`src/rtl/ife_block_builder_if.sv`:
```
// ife_block_builder_if: bundle between the instruction source, the block
// builder and the dispatch unit.
//   instr_in/instr_valid/instr_ready : serial instruction stream
//   flush                            : close the current partial block
//   block_data_out/block_id_out/
//   block_len_out/block_valid_out    : head block of the builder FIFO
//   block_accept                     : dispatch consumed the head block
//   fifo_count                       : number of buffered blocks
// master = stream source / dispatch side, slave = builder.
interface ife_block_builder_if #(
  parameter int unsigned BLOCK_SIZE = 4,
  parameter int unsigned FIFO_DEPTH = 4
);
  localparam int unsigned LEN_W = $clog2(BLOCK_SIZE + 1);
  localparam int unsigned CNT_W = $clog2(FIFO_DEPTH + 1);

  logic [31:0]                  instr_in;
  logic                         instr_valid;
  logic                         instr_ready;
  logic                         flush;
  logic [BLOCK_SIZE-1:0][31:0]  block_data_out;
  logic [7:0]                   block_id_out;
  logic [LEN_W-1:0]             block_len_out;
  logic                         block_valid_out;
  logic                         block_accept;
  logic [CNT_W-1:0]             fifo_count;

  modport master (
    output instr_in, instr_valid, flush, block_accept,
    input  instr_ready, block_data_out, block_id_out, block_len_out,
           block_valid_out, fifo_count
  );

  modport slave (
    input  instr_in, instr_valid, flush, block_accept,
    output instr_ready, block_data_out, block_id_out, block_len_out,
           block_valid_out, fifo_count
  );
endinterface

```
`src/rtl/ife_block_builder.sv`:
```
// ife_block_builder: packs a serial 32-bit instruction stream into blocks of
// BLOCK_SIZE words, tags each with an 8-bit sequential ID and buffers
// completed blocks in a FIFO_DEPTH-entry block FIFO. A flush closes a
// partial block, padding unused slots with NOP_WORD.
//   clk, rst : single clock, synchronous active-high reset
//   bus      : ife_block_builder_if slave (stream in, block FIFO head out)
module ife_block_builder #(
  parameter int unsigned BLOCK_SIZE = 4,
  parameter int unsigned FIFO_DEPTH = 4,
  parameter logic [31:0] NOP_WORD   = 32'h0000_0013
) (
  input  logic                 clk,
  input  logic                 rst,
  ife_block_builder_if.slave   bus
);
  localparam int unsigned LEN_W = $clog2(BLOCK_SIZE + 1);
  localparam int unsigned CNT_W = $clog2(FIFO_DEPTH + 1);
  localparam int unsigned PTR_W = $clog2(FIFO_DEPTH);

  typedef enum logic {FILL, FLUSH_WAIT} state_t;

  state_t                      state_q, state_d;
  logic [BLOCK_SIZE-1:0][31:0] slot_q, slot_d;
  logic [LEN_W-1:0]            fill_q, fill_d;
  logic [7:0]                  next_id_q;

  logic [BLOCK_SIZE-1:0][31:0] fifo_data [FIFO_DEPTH];
  logic [7:0]                  fifo_id   [FIFO_DEPTH];
  logic [LEN_W-1:0]            fifo_len  [FIFO_DEPTH];
  logic [PTR_W-1:0]            wr_ptr_q, rd_ptr_q;
  logic [CNT_W-1:0]            count_q;

  logic                        fifo_full, fifo_empty;
  logic                        xfer, push, pop;
  logic [LEN_W-1:0]            eff_count;
  logic [BLOCK_SIZE-1:0][31:0] push_data;

  assign fifo_full  = (count_q == CNT_W'(FIFO_DEPTH));
  assign fifo_empty = (count_q == '0);
  assign pop        = !fifo_empty && bus.block_accept;

  // State register and builder-side datapath
  always_ff @(posedge clk) begin
    if (rst) begin
      state_q   <= FILL;
      fill_q    <= '0;
      slot_q    <= '0;
      next_id_q <= '0;
      wr_ptr_q  <= '0;
      rd_ptr_q  <= '0;
      count_q   <= '0;
    end else begin
      state_q <= state_d;
      fill_q  <= fill_d;
      slot_q  <= slot_d;
      if (push) begin
        wr_ptr_q  <= wr_ptr_q + 1'b1;
        next_id_q <= next_id_q + 8'd1;
      end
      if (pop) rd_ptr_q <= rd_ptr_q + 1'b1;
      count_q <= count_q + CNT_W'(push) - CNT_W'(pop);
    end
  end

  // Block storage needs no reset: entries are only visible once counted
  always_ff @(posedge clk) begin
    if (!rst && push) begin
      fifo_data[wr_ptr_q] <= push_data;
      fifo_id[wr_ptr_q]   <= next_id_q;
      fifo_len[wr_ptr_q]  <= eff_count;
    end
  end

  // Next-state logic. The block being pushed is assembled from slot_d so a
  // word arriving on the closing edge lands in the pushed block.
  always_comb begin
    xfer      = bus.instr_valid && bus.instr_ready;
    eff_count = fill_q + LEN_W'(xfer);
    slot_d    = slot_q;
    for (int unsigned i = 0; i < BLOCK_SIZE; i++) begin
      if (xfer && (LEN_W'(i) == fill_q)) slot_d[i] = bus.instr_in;
    end
    state_d = state_q;
    fill_d  = fill_q;
    push    = 1'b0;
    unique case (state_q)
      FILL: begin
        // A full block can only complete while the FIFO has room, since
        // instr_ready is held low when full with one slot left.
        if (eff_count == LEN_W'(BLOCK_SIZE)) begin
          push   = 1'b1;
          fill_d = '0;
        end else if (bus.flush && (eff_count != '0)) begin
          if (fifo_full) begin
            state_d = FLUSH_WAIT;
            fill_d  = eff_count;
          end else begin
            push   = 1'b1;
            fill_d = '0;
          end
        end else begin
          fill_d = eff_count;
        end
      end
      FLUSH_WAIT: begin
        if (!fifo_full) begin
          push    = 1'b1;
          fill_d  = '0;
          state_d = FILL;
        end
      end
      default: state_d = FILL;
    endcase
    for (int unsigned i = 0; i < BLOCK_SIZE; i++) begin
      push_data[i] = (LEN_W'(i) < eff_count) ? slot_d[i] : NOP_WORD;
    end
  end

  // Outputs
  always_comb begin
    bus.instr_ready = 1'b0;
    if (!rst && (state_q == FILL)) begin
      bus.instr_ready = !(fifo_full && (fill_q == LEN_W'(BLOCK_SIZE - 1)));
    end
    bus.block_valid_out = !fifo_empty;
    bus.fifo_count      = count_q;
    bus.block_data_out  = '0;
    bus.block_id_out    = '0;
    bus.block_len_out   = '0;
    if (!fifo_empty) begin
      bus.block_data_out = fifo_data[rd_ptr_q];
      bus.block_id_out   = fifo_id[rd_ptr_q];
      bus.block_len_out  = fifo_len[rd_ptr_q];
    end
  end
endmodule

```
`src/flat_wrapper.sv`:
```
// flat-port wrapper written by rule: the top's interface ports become plain ports
module ife_block_builder_flat 
#(
  parameter int unsigned BLOCK_SIZE = 4,
  parameter int unsigned FIFO_DEPTH = 4,
  parameter logic [31:0] NOP_WORD   = 32'h0000_0013
)
  (clk, rst, bus_instr_in, bus_instr_valid, bus_flush, bus_block_accept, bus_instr_ready, bus_block_data_out, bus_block_id_out, bus_block_len_out, bus_block_valid_out, bus_fifo_count);
  ife_block_builder_if #(.BLOCK_SIZE(BLOCK_SIZE), .FIFO_DEPTH(FIFO_DEPTH)) bus_i ();
  input  logic clk;
  input  logic rst;
  input wire logic [$bits(bus_i.instr_in)-1:0] bus_instr_in;
  input wire logic [$bits(bus_i.instr_valid)-1:0] bus_instr_valid;
  input wire logic [$bits(bus_i.flush)-1:0] bus_flush;
  input wire logic [$bits(bus_i.block_accept)-1:0] bus_block_accept;
  output wire logic [$bits(bus_i.instr_ready)-1:0] bus_instr_ready;
  output wire logic [$bits(bus_i.block_data_out)-1:0] bus_block_data_out;
  output wire logic [$bits(bus_i.block_id_out)-1:0] bus_block_id_out;
  output wire logic [$bits(bus_i.block_len_out)-1:0] bus_block_len_out;
  output wire logic [$bits(bus_i.block_valid_out)-1:0] bus_block_valid_out;
  output wire logic [$bits(bus_i.fifo_count)-1:0] bus_fifo_count;
  assign bus_i.instr_in = bus_instr_in;
  assign bus_i.instr_valid = bus_instr_valid;
  assign bus_i.flush = bus_flush;
  assign bus_i.block_accept = bus_block_accept;
  assign bus_instr_ready = bus_i.instr_ready;
  assign bus_block_data_out = bus_i.block_data_out;
  assign bus_block_id_out = bus_i.block_id_out;
  assign bus_block_len_out = bus_i.block_len_out;
  assign bus_block_valid_out = bus_i.block_valid_out;
  assign bus_fifo_count = bus_i.fifo_count;
  ife_block_builder #(.BLOCK_SIZE(BLOCK_SIZE), .FIFO_DEPTH(FIFO_DEPTH), .NOP_WORD(NOP_WORD)) u_core (.clk(clk), .rst(rst), .bus(bus_i));
endmodule
```
`config.mk`:
```
export PLATFORM = sky130hd
export DESIGN_NAME = ife_block_builder_flat
export DESIGN_NICKNAME = d
export VERILOG_FILES = /design/src/rtl/ife_block_builder_if.sv /design/src/rtl/ife_block_builder.sv /design/src/flat_wrapper.sv
export SDC_FILE = /design/constraint.sdc
export NUM_CORES = 1
export LEC_CHECK = 0
export ABC_AREA = 1
export CORE_ASPECT_RATIO = 0.8
export CORE_MARGIN = 2
export CORE_UTILIZATION = 37
export DETAILED_ROUTE_END_ITERATION = 6
export PLACE_DENSITY_LB_ADDON = 0.25
export SYNTH_ARGS = -nofsm -noshare
export SYNTH_HDL_FRONTEND = slang
export SYNTH_SLANG_ARGS = --single-unit
export TNS_END_PERCENT = 5
```
`constraint.sdc`:
```
create_clock -name clk -period 10.3 [get_ports clk]
set_clock_uncertainty 0.15 [all_clocks]
set_input_delay 1.03 -clock clk [delete_from_list [all_inputs] [get_ports clk]]
set_output_delay 1.03 -clock clk [all_outputs]
set_load 0.005 [all_outputs]
```
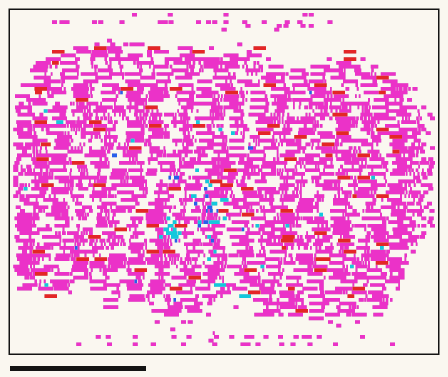
(images/sizing.png)
The bar under the picture is 100 µm long.
legend:
  blue:
    size: x2
    cells: 21
    most_used: clkinv_2
  magenta:
    size: x1 and smaller
    cells: 2755
    most_used: nor2_1
  red:
    size: x6 and larger
    cells: 86
    most_used: clkbuf_16
  cyan:
    size: x3 and x4
    cells: 41
    most_used: buf_4

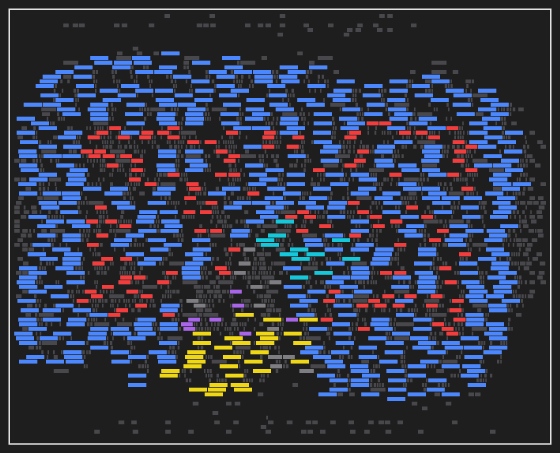
(images/ff_map.png)
Other sequential cells in the stronger grey, the rest of the logic in the fainter grey.
legend:
  blue:
    netlist_name: u_core.fifo_data
    flops: 512
  cyan:
    netlist_name: u_core.fifo_len
    flops: 12
    where: centre
  red:
    netlist_name: u_core.slot_q
    flops: 128
  purple:
    netlist_name: u_core.next_id_q
    flops: 8
  yellow:
    netlist_name: u_core.fifo_id
    flops: 32
    where: bottom centre

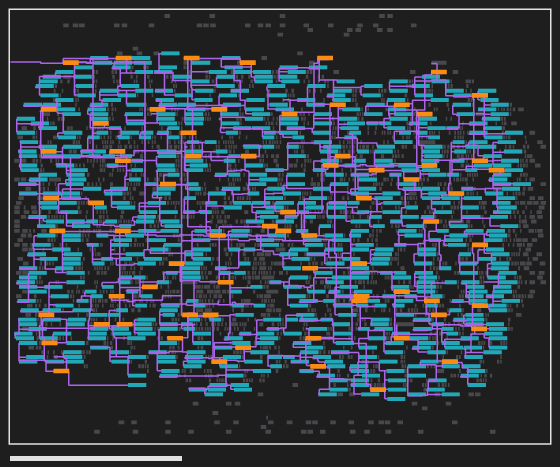
(images/clock_wires.png)
The bar under the picture is 100 µm long.
legend:
  purple:
    item: clock wires
    length: 8370 µm
  orange:
    item: clock-net drivers
    count: 70
  cyan:
    item: flip-flops
    count: 705
routed clock nets: 71

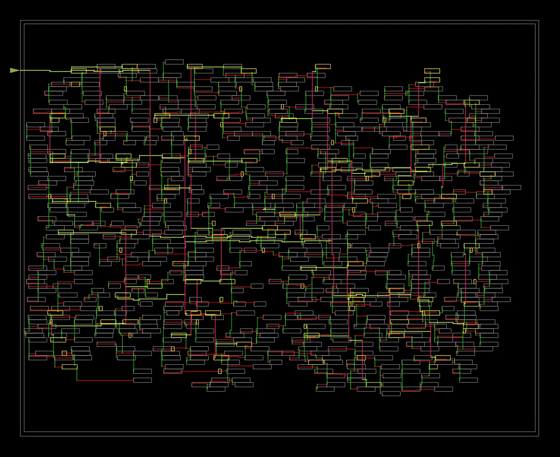
(images/clock_nets.png)
total CTS buffers: 70
Worst-Skew Late Latency: 0.60 ns

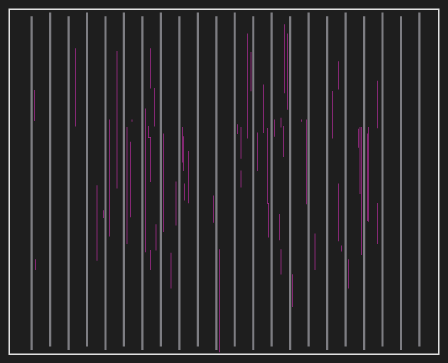
(images/m4.png)
Supply wires on this layer in grey.
nets with wire on the layer: 33
wire length on this layer: 2110 µm
longest straight run: 105 µm
share of all routed wire: 2.6%
main direction: vertical
routed wire length: 80.7 mm
DR vias: 20100

==> deck_impl_summary.md <==
Implementation Results

Finish
  – ClkCell Share: under 10%
  – Top cells excl fill/tap: 855 x nor2_1, 556 x edfxtp_1, 277 x o21ai_0
  – Proportion of cell area occupied by registers: between 50 and 60%
  – Non-clock buffer count: between 200 and 250
  – Seq cells: ~700

Yosys
  – Yosys aoi share: slightly above 8%
  – Synthesized area: between 20000 and 30000 µm²
  – Largest type area fraction: slightly below 60%
  – Yosys stat area: about 29000 µm²
  – And+or+nand+nor area frac: approximately 17%
  – Top cells, area: edfxtp_1 59%, nor2_1 11%, dfxtp_1 10%
  – Synth warn: 0
  – Top logic family: simple AND/OR/NAND/NOR gates

Die
  – Chip area: roughly 79000 µm²

Power
  – Standby leakage power: ~12 nW
  – Power Total: 0.00772 W

GRT
  – GRT Util Overall: between 20% and 30%
  – Grt peak-use layer: met2

CTS
  – Clock Pin Slew Worst Setup and Hold Paths: around 0.06 ns

Setup path
  – CP Data Arrival Time: approximately 6 ns

Outcome
  – Status: finished, final reports clean
-- where the power goes --
group	total (W)	switching (W)	internal, W
sequential	0.00325	0.0000698	0.00318
clock	0.00245	0.00105	0.00140
combinational	0.00202	0.00122	0.000799
-- worst max-delay path: stages --
cell     delay, ns
buf_4         0.57
nor2_2        0.13
inv_2         0.15
nor3b_1       0.08
ha_1          0.19
ha_1          0.49
nor2_1        0.12
nor2_1        0.15
nand2_1       0.09
nand3_2       0.26
inv_1         0.15
nor2_2        0.27
nand2_1       0.29
nor2_4        0.94
buf_4         0.89
-- final timing paths --
path / startpoint / end / slack [ns] / cells after the start
worst max-delay path: rst / u_core.fifo_data[3][46] / 4.44 / 15
worst min-delay path: u_core.rd_ptr_q[1] / register / 0.32 / 2
worst max register to register: u_core.bus.fifo_count[1] / u_core.fifo_data[3][46] / 4.81 / 15
worst min register to register: u_core.rd_ptr_q[1] / register / 0.32 / 2
-- flip-flops by register name, summed over array words and instances (netlist names), named ones only --
| name | cells |
|---|---|
| u_core.bus.fifo_count | 3 |
| u_core.fifo_data | 512 |
| u_core.fifo_id | 32 |
| u_core.fifo_len | 12 |
| u_core.fill_q | 3 |
| u_core.next_id_q | 8 |
| u_core.rd_ptr_q | 2 |
| u_core.slot_q | 128 |
| u_core.state_q | 1 |
| u_core.wr_ptr_q | 2 |
-- synthesized netlist by cell type --
cell / count
buf_6: 4
inv_1: 163
o21ai_1: 4
a21oi_1: 185
nand3_2: 5
xor2_1: 1
ha_1: 9
nand3_1: 11
nand3b_1: 3
fa_1: 1
nor2_2: 4
nor2_8: 1
nand4_1: 96
nand4_2: 1
nor2_4: 2
nor2_1: 861
nand2_1: 240
edfxtp_1: 556
clkbuf_1: 98
or2_1: 1
dfxtp_1: 149
buf_2: 69
inv_2: 3
o21ai_0: 277
buf_1: 11
nor3b_1: 1
Power figures rest on the tool's default switching activity, not on a simulated workload.
